===== config.mk =====
export PLATFORM = sky130hd
export DESIGN_NAME = sonic_vc_rx_fifo_p0_pkt_fifo
export DESIGN_NICKNAME = d
export VERILOG_FILES = /design/src/rtl/sonic_vc_rx_fifo_p0_pkt_fifo.sv
export SDC_FILE = /design/constraint.sdc
export NUM_CORES = 2
export LEC_CHECK = 0
export ABC_AREA = 1
export ABC_CLOCK_PERIOD_IN_PS = 17100
export CAP_MARGIN = 5
export CELL_PAD_IN_SITES_DETAIL_PLACEMENT = 0
export CELL_PAD_IN_SITES_GLOBAL_PLACEMENT = 2
export CORE_ASPECT_RATIO = 1.5
export CORE_UTILIZATION = 50
export CTS_BUF_LIST = sky130_fd_sc_hd__clkbuf_4
export CTS_CLUSTER_SIZE = 12
export DETAILED_ROUTE_END_ITERATION = 12
export PLACE_DENSITY = 0.95
export SYNTH_ARGS = -nofsm -noshare
export SYNTH_HDL_FRONTEND = slang
export SYNTH_SLANG_ARGS = --single-unit

===== constraint.sdc =====
create_clock -name clk -period 17.1 [get_ports clk]
set_input_delay 3.42 -clock clk [delete_from_list [all_inputs] [get_ports clk]]
set_output_delay 3.42 -clock clk [all_outputs]
set_load 0.005 [all_outputs]

===== src/rtl/sonic_vc_rx_fifo_p0_pkt_fifo.sv =====
// Receive-side packet FIFO: absorbs an unstallable word stream and exposes only
// complete packets on a show-ahead ready/valid port; bad packets are dropped whole.
module sonic_vc_rx_fifo_p0_pkt_fifo #(
    parameter int unsigned DEPTH          = 16,
    parameter int unsigned ADDR_WIDTH     = 4,
    parameter int unsigned DATA_WIDTH     = 133,
    parameter int unsigned DROP_CNT_WIDTH = 16
) (
    input  logic                      clk,
    input  logic                      reset_n,
    input  logic                      in_valid,
    input  logic [DATA_WIDTH-1:0]     in_data,
    input  logic                      out_ready,
    output logic                      out_valid,
    output logic [DATA_WIDTH-1:0]     out_data,
    output logic [ADDR_WIDTH:0]       fill_level,
    output logic [DROP_CNT_WIDTH-1:0] drop_count,
    output logic                      overflow
);

    localparam int unsigned PTR_W = ADDR_WIDTH + 1;
    localparam int unsigned CNT_W = DROP_CNT_WIDTH + 1;
    localparam logic [PTR_W-1:0] FULL_LVL = PTR_W'(DEPTH);

    typedef enum logic [1:0] {StIdle, StPkt, StDrop} state_e;

    state_e                    state_q, state_d;
    logic [PTR_W-1:0]          wr_ptr_q, wr_ptr_d;
    logic [PTR_W-1:0]          cm_ptr_q, cm_ptr_d;
    logic [PTR_W-1:0]          rd_ptr_q, rd_ptr_d;
    logic                      out_valid_q, out_valid_d;
    logic [DATA_WIDTH-1:0]     out_data_q, out_data_d;
    logic [ADDR_WIDTH:0]       fill_level_q, fill_level_d;
    logic [DROP_CNT_WIDTH-1:0] drop_count_q, drop_count_d;
    logic                      overflow_q, overflow_d;

    logic [DATA_WIDTH-1:0]     mem_q [DEPTH];
    logic                      mem_we;
    logic [ADDR_WIDTH-1:0]     mem_waddr;

    logic                      in_sop, in_eop, full, start_pkt, xfer;
    logic [PTR_W-1:0]          base_ptr, used_base;
    logic [1:0]                drop_inc;
    logic [CNT_W-1:0]          drop_sum;

    assign in_sop = in_data[128];
    assign in_eop = in_data[129];
    assign full   = (wr_ptr_q - rd_ptr_q) == FULL_LVL;

    // Write side: speculative writes at wr_ptr, published by moving cm_ptr on eop.
    always_comb begin
        state_d    = state_q;
        wr_ptr_d   = wr_ptr_q;
        cm_ptr_d   = cm_ptr_q;
        mem_we     = 1'b0;
        mem_waddr  = wr_ptr_q[ADDR_WIDTH-1:0];
        drop_inc   = 2'd0;
        overflow_d = 1'b0;
        base_ptr   = wr_ptr_q;
        start_pkt  = 1'b0;
        used_base  = '0;
        if (in_valid) begin
            case (state_q)
                StIdle, StDrop: begin
                    if (in_sop) begin
                        start_pkt = 1'b1;
                    end else if (state_q == StDrop && in_eop) begin
                        state_d = StIdle;
                    end
                end
                StPkt: begin
                    if (in_sop) begin
                        // Truncated by a new sop: discard the fragment, then start afresh.
                        base_ptr   = cm_ptr_q;
                        drop_inc   = 2'd1;
                        overflow_d = 1'b1;
                        start_pkt  = 1'b1;
                    end else if (full) begin
                        wr_ptr_d   = cm_ptr_q;
                        drop_inc   = 2'd1;
                        overflow_d = 1'b1;
                        state_d    = in_eop ? StIdle : StDrop;
                    end else begin
                        mem_we   = 1'b1;
                        wr_ptr_d = wr_ptr_q + 1'b1;
                        if (in_eop) begin
                            cm_ptr_d = wr_ptr_q + 1'b1;
                            state_d  = StIdle;
                        end
                    end
                end
                default: state_d = StIdle;
            endcase

            if (start_pkt) begin
                used_base = base_ptr - rd_ptr_q;
                if (used_base == FULL_LVL) begin
                    wr_ptr_d   = cm_ptr_q;
                    drop_inc   = drop_inc + 2'd1;
                    overflow_d = 1'b1;
                    state_d    = in_eop ? StIdle : StDrop;
                end else begin
                    mem_we    = 1'b1;
                    mem_waddr = base_ptr[ADDR_WIDTH-1:0];
                    wr_ptr_d  = base_ptr + 1'b1;
                    if (in_eop) begin
                        cm_ptr_d = base_ptr + 1'b1;
                        state_d  = StIdle;
                    end else begin
                        state_d = StPkt;
                    end
                end
            end
        end

        drop_sum     = {1'b0, drop_count_q} + CNT_W'(drop_inc);
        drop_count_d = drop_sum[DROP_CNT_WIDTH] ? '1 : drop_sum[DROP_CNT_WIDTH-1:0];
    end

    // Read side: the output register is loaded from the prefetch address so that
    // a transfer is followed by the next word without a bubble.
    always_comb begin
        xfer         = out_valid_q && out_ready;
        rd_ptr_d     = rd_ptr_q + PTR_W'(xfer);
        out_valid_d  = rd_ptr_d != cm_ptr_q;
        out_data_d   = mem_q[rd_ptr_d[ADDR_WIDTH-1:0]];
        fill_level_d = cm_ptr_d - rd_ptr_d;
    end

    always_ff @(posedge clk) begin
        if (mem_we) begin
            mem_q[mem_waddr] <= in_data;
        end
    end

    always_ff @(posedge clk or negedge reset_n) begin
        if (!reset_n) begin
            state_q      <= StIdle;
            wr_ptr_q     <= '0;
            cm_ptr_q     <= '0;
            rd_ptr_q     <= '0;
            out_valid_q  <= 1'b0;
            out_data_q   <= '0;
            fill_level_q <= '0;
            drop_count_q <= '0;
            overflow_q   <= 1'b0;
        end else begin
            state_q      <= state_d;
            wr_ptr_q     <= wr_ptr_d;
            cm_ptr_q     <= cm_ptr_d;
            rd_ptr_q     <= rd_ptr_d;
            out_valid_q  <= out_valid_d;
            out_data_q   <= out_data_d;
            fill_level_q <= fill_level_d;
            drop_count_q <= drop_count_d;
            overflow_q   <= overflow_d;
        end
    end

    assign out_valid  = out_valid_q;
    assign out_data   = out_data_q;
    assign fill_level = fill_level_q;
    assign drop_count = drop_count_q;
    assign overflow   = overflow_q;

endmodule


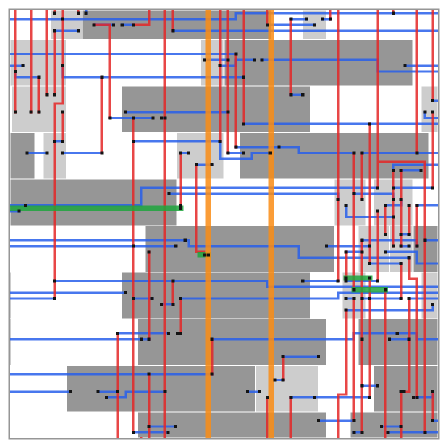
*Layout detail*
Window x 160 to 185, y 246 to 271 µm. Cells in grey, sequential cells in the stronger grey; small squares are vias.
met3: in green. met4: in orange. met2: in red. met1: in blue.
Netlist names of flops here include mem_q (10). 23 logic cells have their middle in the window. Most frequent: edfxtp_1 (10), nor2_1 (4), o21ai_0 (3). Sequential cells in the window: 10.

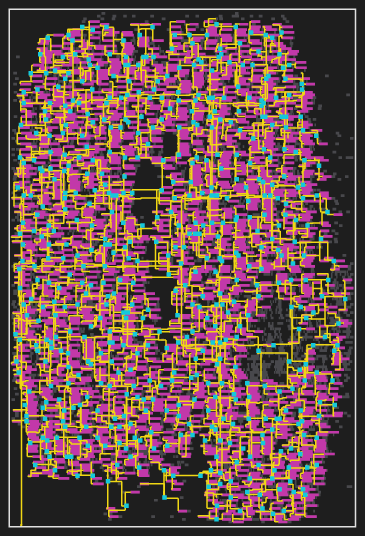
*Clock wires, drivers and flops*
Drawn at 1 px/µm.
clock wires: in yellow, length 27.3 mm. flip-flops: in magenta, count 2301. cells driving clock nets: in cyan, count 553.
There are 554 routed clock nets.
Clock power frac: 0.236
clk_lat worst skew: 1.37 ns
P_clk: 4.43 mW
clk_skew: 0.0847 ns

==> flow_summary.yaml <==
# generated from flow reports
power:
  p_leak_nw: 33.1
  pwr-share-comb: 0.400
  p_seq_frac: 0.364
timing:
  slew_viol_final: 0
  clock.fmax_mhz: 114
  tightest_slew_ns: 1.36
  setup_violations: 0
  finalHoldViolations: 0
  finalCritPeriodShare: 0.514
clock_network:
  post_cts_buffers: 0
  htree_levels: 6
  cts_tree: "built"
  cts_buffer_depth: 4
  cts_hold_buf: 0
global_route:
  gr-total-overflow: 0
  met3_usage: 0.0587
  grtUsageMet1: 0.334
  busiest_layer: "met2"
  grt_pass1_wl_mm: 337
  met2_usage: 0.413
floorplan:
  io_pins: 293
  die_w_um: 345
yosys:
  ys_seq_elements: 2301
  ys_seq_share: 0.775
  synth-main-ff-cell: "edfxtp_1"
  async_flop_share: 0.0752
  aoi_share: 0.125
  netlist_top_cells_area: "edfxtp_1 73%, o21ai_0 6.7%, nor2_1 5.0%"
  synthMuxAreaShare: 0.00829
  syn_area_per_cell_um2: 14.1
route:
  drt-pass1-iter-count: 6
setup_path:
  r2r_slack_ns: 10.75
  reg2reg_depth: 16
  cp_max_fo: 47
  cp.arrival_ns: 9.75
place:
  dpl.cell_count: 8467
  gp_congestion: 0.851
hold_path:
  holdPathEnd: "drop_count[15]$_DFF_PN0_"
  min_path_type: "register to register"
outcome:
  status: "finished, final reports clean"
layout:
  lay_top_cells: "2128 x edfxtp_1, 1183 x o21ai_0, 1147 x nor2_1"
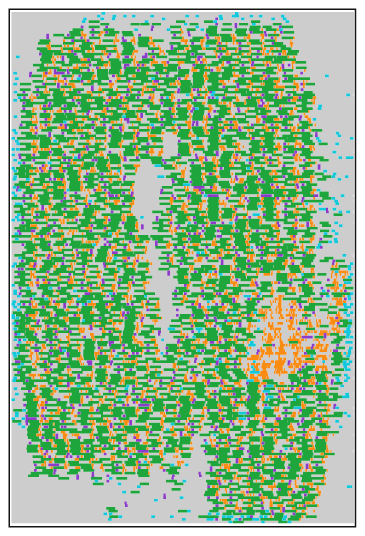
*Cells coloured by class*
Drawn at 1 px/µm. Fill, decap, tap and diode cells in grey.
flip-flops: in green, cells 2301. clock drivers and dummy loads: in purple, cells 975. all other logic: in orange, cells 3522. other buffers and delay cells: in cyan, cells 364.
final instance area: 100000 µm²
row count: 188

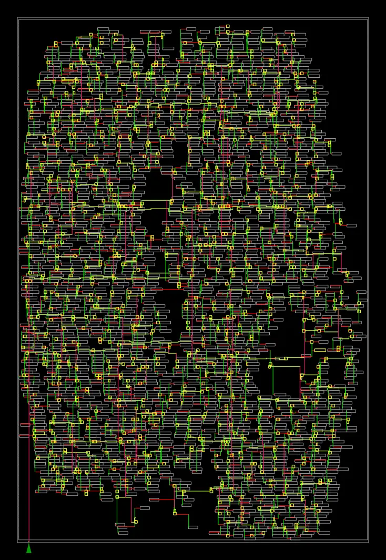
*Clock routing*
Inserted Clock Buffers: 553
Flops: 2301
Sink Count: 2301
clock buffer count: 835

==> stage by stage <==
step	setup slack (ns)	hold WS (ns)	utilization
2_1_floorplan	5.37	0.516	-
3_3_place_gp	6.98	0.533	0.531
3_5_place_dp	6.97	0.546	0.531
4_1_cts	8.43	0.555	0.571
5_1_grt	8.01	0.598	0.571
6_report	8.31	0.552	0.572
==> critical path, cell delays in order <==
cell	delay (ns)
clkdlybuf4s50_1	0.47
buf_4	0.30
nand3_2	0.22
inv_2	0.12
nand2_1	0.05
o21ai_1	0.33
ha_1	0.37
nand2_1	0.10
nand2_1	0.09
a21oi_1	0.23
nand3_2	0.13
nand3_4	0.19
nand3_4	0.20
o21ai_0	0.24
nand3_1	0.40
nor2_4	0.57
buf_4	0.80
buf_4	0.70
buf_4	0.67
==> power by group through the flow <==
stage | logic [mW] | clock network (mW) | registers (mW)
after floorplan | 4.84 | 0 | 6.94
after global placement | 7.32 | 0 | 6.95
after detailed placement | 7.47 | 0 | 6.94
after CTS | 7.50 | 4.54 | 6.83
after global routing | 8.24 | 4.81 | 6.86
final | 7.50 | 4.43 | 6.83
==> registers in the layout, summed over array words and instances, names as in the netlist <==
signal      flops
cm_ptr_q        5
drop_count     16
fill_level      5
mem_q        2128
out_data      133
out_valid       1
overflow        1
rd_ptr_q        5
state_q         2
wr_ptr_q        5
==> layout make-up <==
type	count	area, µm²
inverter	72	298
antenna	16	40.0
sequential	2301	68200
clock inverter	140	736
tap	2280	2850
clock buffer	835	6270
multi-input combinational	3450	17900
fill	13800	75000
timing repair buffer	364	3680
Power is estimated from default activity; no workload was simulated.
